<file path="config.mk">
export PLATFORM = sky130hd
export DESIGN_NAME = dw_inv_unit_seq
export DESIGN_NICKNAME = d
export VERILOG_FILES = /design/src/rtl/dw_inv_unit_seq.sv
export SDC_FILE = /design/constraint.sdc
export NUM_CORES = 2
export LEC_CHECK = 0
export CORE_AREA = 2 2 450 452
export DETAILED_ROUTE_END_ITERATION = 10
export DIE_AREA = 0 0 452 454
export PLACE_DENSITY = 0.44
export SLEW_MARGIN = 25
export SYNTH_ARGS = -nofsm -noshare
export SYNTH_HDL_FRONTEND = slang
export SYNTH_SLANG_ARGS = --single-unit
export TNS_END_PERCENT = 10
</file>
<file path="constraint.sdc">
create_clock -name clk -period 3.75 [get_ports clk]
set_input_delay 0.75 -clock clk [delete_from_list [all_inputs] [get_ports clk]]
set_output_delay 0.75 -clock clk [all_outputs]
set_load 0.02 [all_outputs]
</file>
<file path="src/rtl/dw_inv_unit_seq.sv">
// dw_inv_unit_seq: serialised inverse of the reduced Shadow round B (Dbox + 32-bit constant) on DW chunks
module dw_inv_unit_seq #(
   parameter int Nbits   = 128,
   parameter int BAmount = 4,
   parameter int DIVIDER = 4
) (
   input  logic                     clk,
   input  logic                     rst,
   input  logic                     in_valid,
   output logic                     in_ready,
   input  logic [Nbits*BAmount-1:0] in_bundles_state,
   input  logic [127:0]             W128,
   output logic                     out_valid,
   input  logic                     out_ready,
   output logic [Nbits*BAmount-1:0] out_bundles_state
);
   localparam int SNbits   = Nbits*BAmount;
   localparam int CHUNK_AM = 4/DIVIDER;
   localparam int CW       = (DIVIDER > 1) ? $clog2(DIVIDER) : 1;

   typedef enum logic [1:0] {IDLE, BUSY, DONE} state_t;

   state_t            state_q, state_d;
   logic [SNbits-1:0] st_q, st_d, proc;
   logic [127:0]      w_q, w_d;
   logic [CW-1:0]     cnt_q, cnt_d;

   function automatic logic [31:0] rotl(input logic [31:0] v, input int n);
      return (v << n) | (v >> (32 - n));
   endfunction

   // Undoes x0^=w, x1^=rotl(x0,1), x2^=rotl(x1',7), x3^=rotl(x2',13) word chain
   function automatic logic [127:0] dbox_inv_mls(input logic [127:0] y, input logic [31:0] w);
      logic [31:0] x0;
      x0 = y[31:0] ^ w;
      return {y[127:96] ^ rotl(y[95:64], 13), y[95:64] ^ rotl(y[63:32], 7),
              y[63:32] ^ rotl(x0, 1), x0};
   endfunction

   // Word k of bundle i <-> word i of DW chunk k; a square transpose, so it is its own inverse
   function automatic logic [SNbits-1:0] transpose(input logic [SNbits-1:0] s);
      logic [SNbits-1:0] r;
      r = '0;
      for (int i = 0; i < BAmount; i++)
         for (int k = 0; k < Nbits/32; k++)
            r[Nbits*k + 32*i +: 32] = s[Nbits*i + 32*k +: 32];
      return r;
   endfunction

   // Handshake FSM and the per-cycle chunk processing with rotation back to original order
   always_comb begin
      state_d   = state_q;
      st_d      = st_q;
      w_d       = w_q;
      cnt_d     = cnt_q;
      in_ready  = 1'b0;
      out_valid = 1'b0;
      proc      = '0;
      for (int c = 0; c < CHUNK_AM; c++)
         proc[Nbits*c +: Nbits] = dbox_inv_mls(st_q[Nbits*c +: Nbits], w_q[32*c +: 32]);
      unique case (state_q)
         IDLE: begin
            in_ready = 1'b1;
            if (in_valid) begin
               st_d    = transpose(in_bundles_state);
               w_d     = W128;
               cnt_d   = '0;
               state_d = BUSY;
            end
         end
         BUSY: begin
            st_d    = (st_q >> (Nbits*CHUNK_AM)) | (proc << (SNbits - Nbits*CHUNK_AM));
            w_d     = (w_q >> (32*CHUNK_AM)) | (w_q << (128 - 32*CHUNK_AM));
            cnt_d   = cnt_q + CW'(1);
            state_d = (cnt_q == CW'(DIVIDER - 1)) ? DONE : BUSY;
         end
         DONE: begin
            out_valid = 1'b1;
            state_d   = out_ready ? IDLE : DONE;
         end
         default: state_d = IDLE;
      endcase
   end

   assign out_bundles_state = transpose(st_q);

   // State, data and constant registers with synchronous clear
   always_ff @(posedge clk) begin
      if (rst) begin
         state_q <= IDLE;
         st_q    <= '0;
         w_q     <= '0;
         cnt_q   <= '0;
      end else begin
         state_q <= state_d;
         st_q    <= st_d;
         w_q     <= w_d;
         cnt_q   <= cnt_d;
      end
   end
endmodule

</file>
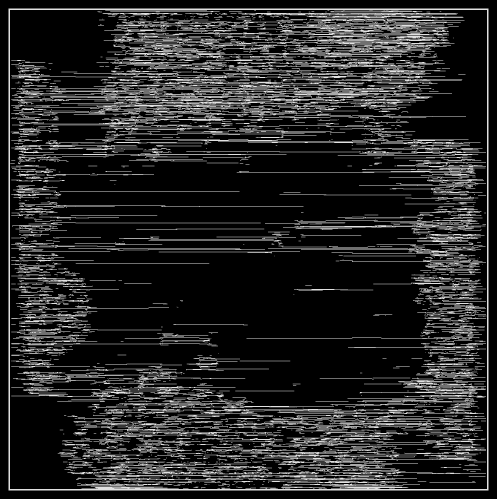
(images/layer_met1.png)
longest straight run: 176 um
share of all routed wire: 38%

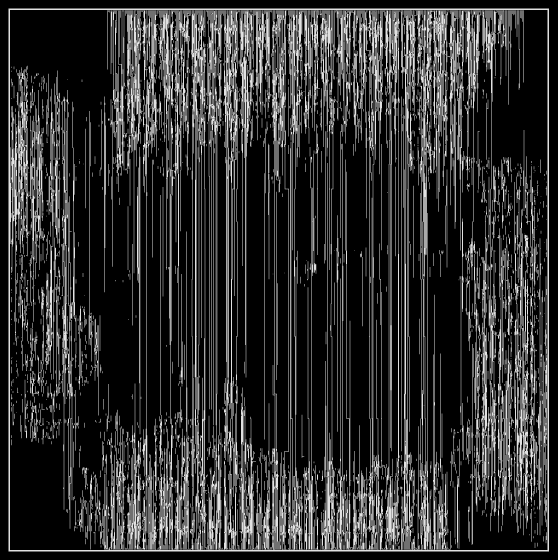
(images/layer_met2.png)
share of all routed wire: 51%
nets with wire on the layer: 4276
longest straight run: 325 um
wire length on this layer: 108 mm
main direction: vertical
final WL: 212 mm
vias: 32200
grt met2 use: 35.3%

==> flow_metrics.env <==
# flow metrics
export IMPL_comb_cell_share_pct=33.0
export IMPL_regArea_mm2=0.0129
export IMPL_dpl_worst_slack_ps=638
export IMPL_tns_ps=0
export IMPL_clkPwrFrac_pct=40.7
export IMPL_tightestPinTransition_ps=1150
export IMPL_fill_cells=22000
export IMPL_syn_inst=3688
export IMPL_grt_overflow_total=0
export IMPL_holdBufCountCts=0
export IMPL_drv_slew=0
export IMPL_wire_per_inst_um=28.5
export IMPL_route_antenna_remaining_nets=0
export IMPL_nClkBuffers=128
export IMPL_cts_max_level=3
export IMPL_skew_ps=40.0
export IMPL_clkLatencyLatePin_ps=740
export IMPL_antenna_cells=14
export IMPL_reg_top3="st_q: 512 flops, w_q: 128 flops"
export IMPL_port_buffers=1157
export IMPL_fp_coreArea_mm2=0.201
export IMPL_p_comb_share_pct=22.0
export IMPL_layout_top_cell="clkdlybuf4s50_1"
export IMPL_ys_area_mm2=0.0305
export IMPL_dpl_cell_area_mm2=0.0447
export IMPL_setup_ws_ps=525
export IMPL_avgSynthCellArea_um2=8.26
export IMPL_die_area_mm2=0.205
export IMPL_ir_drop_v=0.000295
export IMPL_regToRegSetupSlack_ps=1230
export IMPL_r2r_cells=4
export IMPL_antenna_found_initial=48
export IMPL_startpoint="state_q[1]"
export IMPL_numSequentialCells=644
export IMPL_largest_register_ffs=512
export IMPL_ys_cells=3688
export IMPL_top_level_ports=1158
export IMPL_p_comb_w=0.00479
export IMPL_hold_violations=0
export IMPL_die_h_um=454
export IMPL_arrival_ps=2470
export IMPL_setup_viol=0
export IMPL_fmax_mhz=310
export IMPL_switchingPower_w=0.00707
export IMPL_clock_root_buffer="clkbuf_16"
export IMPL_holdPathEnd="cnt_q[0]"
export IMPL_timing_hold_ws_ps=401
export IMPL_status="completed"
export IMPL_first_global_vias=30900
export IMPL_pg_seq_w=0.00813
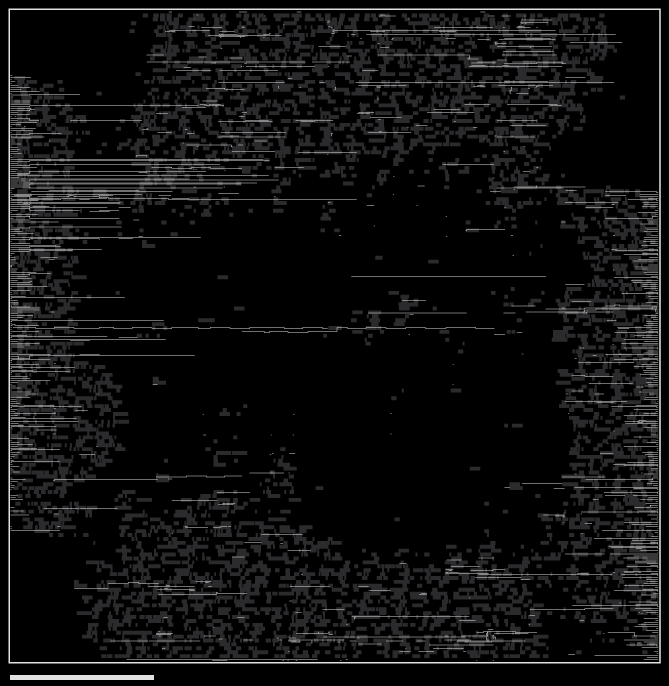
(images/layer_met3.png)
Scale bar: 100 um. Cells faint in the background.
wire length on this layer: 14700 um
longest straight run: 180 um
main direction: horizontal
nets with wire on the layer: 711
share of all routed wire: 7.0%
met3 Use GR: 5.14%

==> synth_stat cells, types with 3 or more instances <==
| cell | n | share of area (%) |
|---|---|---|
| xnor2_1 | 33 | 0.95 |
| a311oi_1 | 32 | 0.92 |
| buf_6 | 14 | 0.52 |
| nor2_1 | 201 | 2.5 |
| buf_1 | 5 | 0.062 |
| nor3b_1 | 20 | 0.49 |
| o32ai_1 | 3 | 0.086 |
| o22a_1 | 12 | 0.34 |
| a22o_1 | 417 | 12 |
| a211oi_1 | 21 | 0.52 |
| clkbuf_1 | 150 | 1.8 |
| a21o_1 | 13 | 0.32 |
| mux2i_1 | 25 | 0.82 |
| o221a_2 | 134 | 5.0 |
| nor2b_1 | 89 | 1.8 |
| buf_2 | 185 | 3.0 |
| xor2_1 | 75 | 2.2 |
| a22oi_1 | 57 | 1.4 |
| o2bb2ai_1 | 4 | 0.11 |
| nand2b_1 | 16 | 0.33 |
| buf_4 | 26 | 0.64 |
| inv_1 | 13 | 0.16 |
| o21ai_0 | 413 | 6.8 |
| nand3b_1 | 14 | 0.34 |
| a222oi_1 | 15 | 0.49 |
| a21oi_1 | 131 | 2.2 |
| dfxtp_1 | 644 | 42 |
| nand2_1 | 898 | 11 |
| and3b_1 | 20 | 0.57 |
==> per-layer routing <==
metal / vias to the layer above / track usage (%) / share of wire (%)
li1: 15100 / - / -
met1: 15700 / 22.0 / 38
met2: 1184 / 35.3 / 51
met3: 286 / 5.14 / 7.0
met4: 28 / 6.81 / 3.6
met5: - / 0 / 0.074
==> critical path, cell delays in order (launching register included) <==
cell and delay [ps]:
dfxtp_4 610, nor2b_1 430, clkdlybuf4s50_1 700
